### src/rtl/axi_lite_arbiter_2to1.sv
`default_nettype none
// ============================================================================
// Module      : axi_lite_arbiter_2to1
// Description : Two-master to one-slave AXI-Lite arbiter, one transaction at a
//               time, round-robin or fixed-priority (M1 wins ties).
// Revision    : 1.0 - initial release
// ============================================================================
module axi_lite_arbiter_2to1 #(
    parameter int ADDR_W     = 32,
    parameter int DATA_W     = 32,
    parameter int FIXED_PRIO = 0
) (
    input  logic                  ACLK,
    input  logic                  ARESET,
    // master 0 (instruction fetch)
    input  logic [ADDR_W-1:0]     ARADDR_M0,
    input  logic                  ARVALID_M0,
    output logic                  ARREADY_M0,
    output logic [DATA_W-1:0]     RDATA_M0,
    output logic [1:0]            RRESP_M0,
    output logic                  RVALID_M0,
    input  logic                  RREADY_M0,
    input  logic [ADDR_W-1:0]     AWADDR_M0,
    input  logic                  AWVALID_M0,
    output logic                  AWREADY_M0,
    input  logic [DATA_W-1:0]     WDATA_M0,
    input  logic [DATA_W/8-1:0]   WSTRB_M0,
    input  logic                  WVALID_M0,
    output logic                  WREADY_M0,
    output logic [1:0]            BRESP_M0,
    output logic                  BVALID_M0,
    input  logic                  BREADY_M0,
    // master 1 (data access)
    input  logic [ADDR_W-1:0]     ARADDR_M1,
    input  logic                  ARVALID_M1,
    output logic                  ARREADY_M1,
    output logic [DATA_W-1:0]     RDATA_M1,
    output logic [1:0]            RRESP_M1,
    output logic                  RVALID_M1,
    input  logic                  RREADY_M1,
    input  logic [ADDR_W-1:0]     AWADDR_M1,
    input  logic                  AWVALID_M1,
    output logic                  AWREADY_M1,
    input  logic [DATA_W-1:0]     WDATA_M1,
    input  logic [DATA_W/8-1:0]   WSTRB_M1,
    input  logic                  WVALID_M1,
    output logic                  WREADY_M1,
    output logic [1:0]            BRESP_M1,
    output logic                  BVALID_M1,
    input  logic                  BREADY_M1,
    // shared slave
    output logic [ADDR_W-1:0]     ARADDR_S,
    output logic                  ARVALID_S,
    input  logic                  ARREADY_S,
    input  logic [DATA_W-1:0]     RDATA_S,
    input  logic [1:0]            RRESP_S,
    input  logic                  RVALID_S,
    output logic                  RREADY_S,
    output logic [ADDR_W-1:0]     AWADDR_S,
    output logic                  AWVALID_S,
    input  logic                  AWREADY_S,
    output logic [DATA_W-1:0]     WDATA_S,
    output logic [DATA_W/8-1:0]   WSTRB_S,
    output logic                  WVALID_S,
    input  logic                  WREADY_S,
    input  logic [1:0]            BRESP_S,
    input  logic                  BVALID_S,
    output logic                  BREADY_S
);

    localparam int         c_STRB_W  = DATA_W / 8;
    localparam logic [2:0] c_IDLE    = 3'd0;
    localparam logic [2:0] c_RD_ADDR = 3'd1;
    localparam logic [2:0] c_RD_DATA = 3'd2;
    localparam logic [2:0] c_WR_ADDR = 3'd3;
    localparam logic [2:0] c_WR_RESP = 3'd4;

    logic [2:0]          r_state;
    logic [2:0]          w_state_next;
    logic                r_g;
    logic                r_last;
    logic [ADDR_W-1:0]   r_addr;
    logic [DATA_W-1:0]   r_wdata;
    logic [c_STRB_W-1:0] r_wstrb;
    logic                r_aw_done;
    logic                r_w_done;

    logic w_wr_req0, w_wr_req1, w_req0, w_req1;
    logic w_pick, w_pick_wr, w_grant, w_grant_out;
    logic w_rready_g, w_bready_g;

    assign w_wr_req0 = AWVALID_M0 & WVALID_M0;
    assign w_wr_req1 = AWVALID_M1 & WVALID_M1;
    assign w_req0    = ARVALID_M0 | w_wr_req0;
    assign w_req1    = ARVALID_M1 | w_wr_req1;

    // On a tie the master that did not win last time goes, unless M1 is pinned.
    assign w_pick      = (w_req0 & w_req1) ? ((FIXED_PRIO != 0) ? 1'b1 : ~r_last) : w_req1;
    assign w_pick_wr   = w_pick ? w_wr_req1 : w_wr_req0;
    assign w_grant     = (r_state == c_IDLE) & (w_req0 | w_req1);
    // Master-side readies must drop the instant reset asserts, not at the next edge.
    assign w_grant_out = w_grant & ~ARESET;

    assign ARREADY_M0 = w_grant_out & ~w_pick & ~w_pick_wr;
    assign ARREADY_M1 = w_grant_out &  w_pick & ~w_pick_wr;
    assign AWREADY_M0 = w_grant_out & ~w_pick &  w_pick_wr;
    assign AWREADY_M1 = w_grant_out &  w_pick &  w_pick_wr;
    assign WREADY_M0  = AWREADY_M0;
    assign WREADY_M1  = AWREADY_M1;

    assign RDATA_M0 = RDATA_S;
    assign RDATA_M1 = RDATA_S;
    assign RRESP_M0 = RRESP_S;
    assign RRESP_M1 = RRESP_S;
    assign BRESP_M0 = BRESP_S;
    assign BRESP_M1 = BRESP_S;

    assign ARADDR_S = r_addr;
    assign AWADDR_S = r_addr;
    assign WDATA_S  = r_wdata;
    assign WSTRB_S  = r_wstrb;

    assign w_rready_g = r_g ? RREADY_M1 : RREADY_M0;
    assign w_bready_g = r_g ? BREADY_M1 : BREADY_M0;

    always_ff @(posedge ACLK or posedge ARESET) begin
        if (ARESET) begin
            r_state   <= c_IDLE;
            r_g       <= 1'b0;
            r_last    <= 1'b1;
            r_addr    <= '0;
            r_wdata   <= '0;
            r_wstrb   <= '0;
            r_aw_done <= 1'b0;
            r_w_done  <= 1'b0;
        end else begin
            r_state <= w_state_next;
            if (w_grant) begin
                r_g       <= w_pick;
                r_last    <= w_pick;
                r_aw_done <= 1'b0;
                r_w_done  <= 1'b0;
                if (w_pick_wr) begin
                    r_addr  <= w_pick ? AWADDR_M1 : AWADDR_M0;
                    r_wdata <= w_pick ? WDATA_M1 : WDATA_M0;
                    r_wstrb <= w_pick ? WSTRB_M1 : WSTRB_M0;
                end else begin
                    r_addr  <= w_pick ? ARADDR_M1 : ARADDR_M0;
                end
            end else if (r_state == c_WR_ADDR) begin
                r_aw_done <= r_aw_done | AWREADY_S;
                r_w_done  <= r_w_done | WREADY_S;
            end
        end
    end

    always_comb begin
        w_state_next = r_state;
        ARVALID_S    = 1'b0;
        RREADY_S     = 1'b0;
        AWVALID_S    = 1'b0;
        WVALID_S     = 1'b0;
        BREADY_S     = 1'b0;
        RVALID_M0    = 1'b0;
        RVALID_M1    = 1'b0;
        BVALID_M0    = 1'b0;
        BVALID_M1    = 1'b0;
        case (r_state)
            c_IDLE: begin
                if (w_grant) begin
                    w_state_next = w_pick_wr ? c_WR_ADDR : c_RD_ADDR;
                end
            end
            c_RD_ADDR: begin
                ARVALID_S = 1'b1;
                if (ARREADY_S) begin
                    w_state_next = c_RD_DATA;
                end
            end
            c_RD_DATA: begin
                RREADY_S  = w_rready_g;
                RVALID_M0 = ~r_g & RVALID_S;
                RVALID_M1 =  r_g & RVALID_S;
                if (RVALID_S && w_rready_g) begin
                    w_state_next = c_IDLE;
                end
            end
            c_WR_ADDR: begin
                AWVALID_S = ~r_aw_done;
                WVALID_S  = ~r_w_done;
                if ((r_aw_done || AWREADY_S) && (r_w_done || WREADY_S)) begin
                    w_state_next = c_WR_RESP;
                end
            end
            c_WR_RESP: begin
                BREADY_S  = w_bready_g;
                BVALID_M0 = ~r_g & BVALID_S;
                BVALID_M1 =  r_g & BVALID_S;
                if (BVALID_S && w_bready_g) begin
                    w_state_next = c_IDLE;
                end
            end
            default: w_state_next = c_IDLE;
        endcase
    end

endmodule
`default_nettype wire

### config.mk
export PLATFORM = sky130hd
export DESIGN_NAME = axi_lite_arbiter_2to1
export DESIGN_NICKNAME = d
export VERILOG_FILES = /design/src/rtl/axi_lite_arbiter_2to1.sv
export SDC_FILE = /design/constraint.sdc
export NUM_CORES = 1
export LEC_CHECK = 0
export CAP_MARGIN = 5
export CORE_AREA = 2 2 170 172
export CTS_BUF_LIST = sky130_fd_sc_hd__clkbuf_2
export DETAILED_ROUTE_END_ITERATION = 6
export DIE_AREA = 0 0 172 174
export PLACE_DENSITY = 0.51
export SETUP_SLACK_MARGIN = 0.3
export SLEW_MARGIN = 20
export SYNTH_ARGS = -nofsm -noshare
export SYNTH_HDL_FRONTEND = slang
export SYNTH_SLANG_ARGS = --single-unit
### constraint.sdc
create_clock -name ACLK -period 3 [get_ports ACLK]
set_clock_uncertainty 0.2 [all_clocks]
set_input_delay 0.3 -clock ACLK [delete_from_list [all_inputs] [get_ports ACLK]]
set_output_delay 0.3 -clock ACLK [all_outputs]
set_load 0.03 [all_outputs]
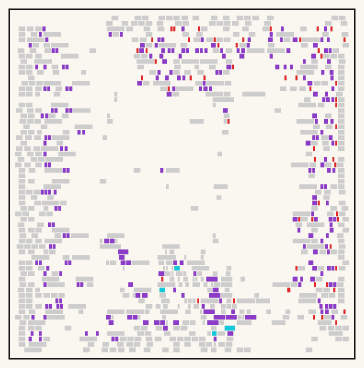
(logic cells by family)
Drawn at 2 px/um.
non-inverting ao/oa cells -> cyan  # cells 4, where south
aoi and oai cells -> purple  # cells 239, where widely spread
inv cells -> red  # cells 56
Comb area share: 27.5%
most numerous logic cell after layout: clkdlybuf4s50_1
Non-Filler Instances: 1259

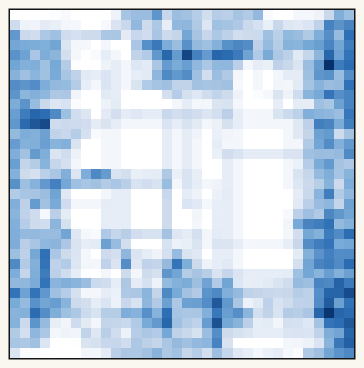
(wiring heat map)
Drawn at 2 px/um. 34 x 35 tiles, from white (low) to dark blue (high), scaled to the fullest tile. Values are wire area over tile area, all layers added.
mean over tiles = 0.14
emptiest ninth of the die = center
tiles over half the peak = 16%
nearly empty tiles = 15%
fullest tile = 0.51

==> flow_summary.json <==
{
  "power.switching_mw": 3.99,
  "ant_nets": 0,
  "outcome": "completed",
  "cp.depth": 5,
  "post_cts_resized": 25,
  "crit_chain": "buf_4 > nor2b_1 > nand2_1 > nor2_1 > dlygate4sd2_1",
  "fin_hold_ws_ns": 0.105,
  "ys_ff": 75,
  "syn2layout_area_growth_pct": 62.2,
  "power.group.top": "combinational cells",
  "hold_path_depth": 3,
  "comb_cells": 354,
  "antenna_found_initial": 3,
  "cts_tree": "done",
  "dieArea_um2": 29900,
  "critical_path.endpoint": "AWVALID_S",
  "pg_seq_mw": 1.90,
  "cp_max_fo": 5,
  "yosys-top-cells-area": "dfrtp_1 (34%), buf_4 (15%), a21oi_1 (14%)",
  "buffers": 371,
  "synthArstFlopShare_pct": 100,
  "drive_above_1_share_pct": 9.52,
  "cp-startpoint": "r_state[2]$_DFFE_PP0P_",
  "well_tap_count": 384,
  "ctsHoldBuffers": 0,
  "p_comb_share_pct": 67.6,
  "setup_viol": 0,
  "intPower_mw": 4.10,
  "simple_gate_share_pct": 3.50,
  "seqPwrFrac_pct": 23.5,
  "synth_nets": 892,
  "via_count": 5513,
  "grt_overflow": 0,
  "clk_pin_slew_ns": 0.29,
  "top_area_share_pct": 33.8,
  "inv_count": 56,
  "relSlewSlack_pct": 48.2,
  "cp.required_ns": 2.50,
  "grt_pass1_vias": 5474,
  "cpLargestDelayFamily": "buffers and inverters",
  "rsz0062_at_grt": "yes",
  "first_pass_iters": 4,
  "r2r_slack_ns": 0.46,
  "wl_per_cell_um": 19.6,
  "xor_share_pct": 0,
  "cts.sinks": 75,
  "netlist-cell-type-count": 34,
  "clkLatencyLatePin_ns": 0.56,
  "core_um2": 28200,
  "dieHeight_um": 174,
  "maxCapViolCount": 0,
  "dp_worst_setup_slack_ns": 0.201,
  "worst_pin_slew_ns": 0.776,
  "ys_cells": 639,
  "fmax_mhz": 378,
  "root_buffer": "clkbuf_2",
  "arrival_ns": 2.15,
  "cp_num_buf_inv": 2,
  "p_clk_share_pct": 8.9,
  "num_rows": 62,
  "swShare_pct": 49.3,
  "r2r_start": "r_state[1]$_DFFE_PP0P_",
  "synth_area_leader_cell": "dfrtp_1",
  "flop_area_um2": 1880,
  "ys_sh_adder_pct": 0,
  "lay_top_cells": "clkdlybuf4s50_1 (316), a21oi_1 (152), dfrtp_1 (73)",
  "crit_type": "register to output pin",
  "final_core_util_pct": 31.4,
  "irDropWorstVdd_mv": 0.356,
  "ys_sh_mux_pct": 12.8,
  "p_leak_nw": 3.65,
  "rr_worst_depth": 7,
  "drc": 0
}
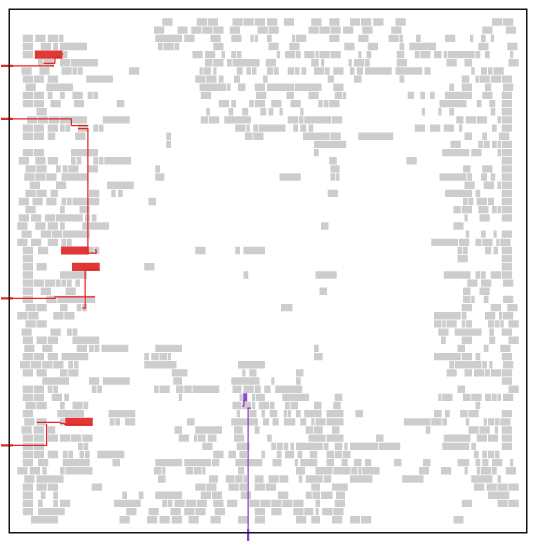
(wires at chosen ports, followed through buffers)
Drawn at 3 px/um.
`WSTRB_S` -> red  # bits 4, direction output, edge west, end cells 4, buffers 4, wire 184 um
`WVALID_S` -> purple  # bits 1, direction output, edge south, end cells 1, buffers 1, wire 44.4 um
port bufs: 331
total I/O pin count: 440

-- sequential cells by signal, summed over array words and instances, names as in the netlist --
| register | count |
|---|---|
| WSTRB_S | 4 |
| r_w_done | 1 |
| ARADDR_S | 32 |
| r_last | 1 |
| r_aw_done | 1 |
| r_g | 1 |
| WDATA_S | 32 |
| r_state | 3 |
-- logic make-up (layout without fill, tap and decap cells) --
logic type	count (synthesis)	in the layout
other cells	0	3
buf+inv	210	443
simple gates	41	41
mux	70	70
compound gates	243	243
flops	75	75
-- layer usage --
layer | global-route usage [%] | share of wire (%)
met4 | 4.41 | 1.7
met5 | 0 | 0.041
met3 | 4.80 | 9.8
met2 | 27.5 | 49
met1 | 18.5 | 39
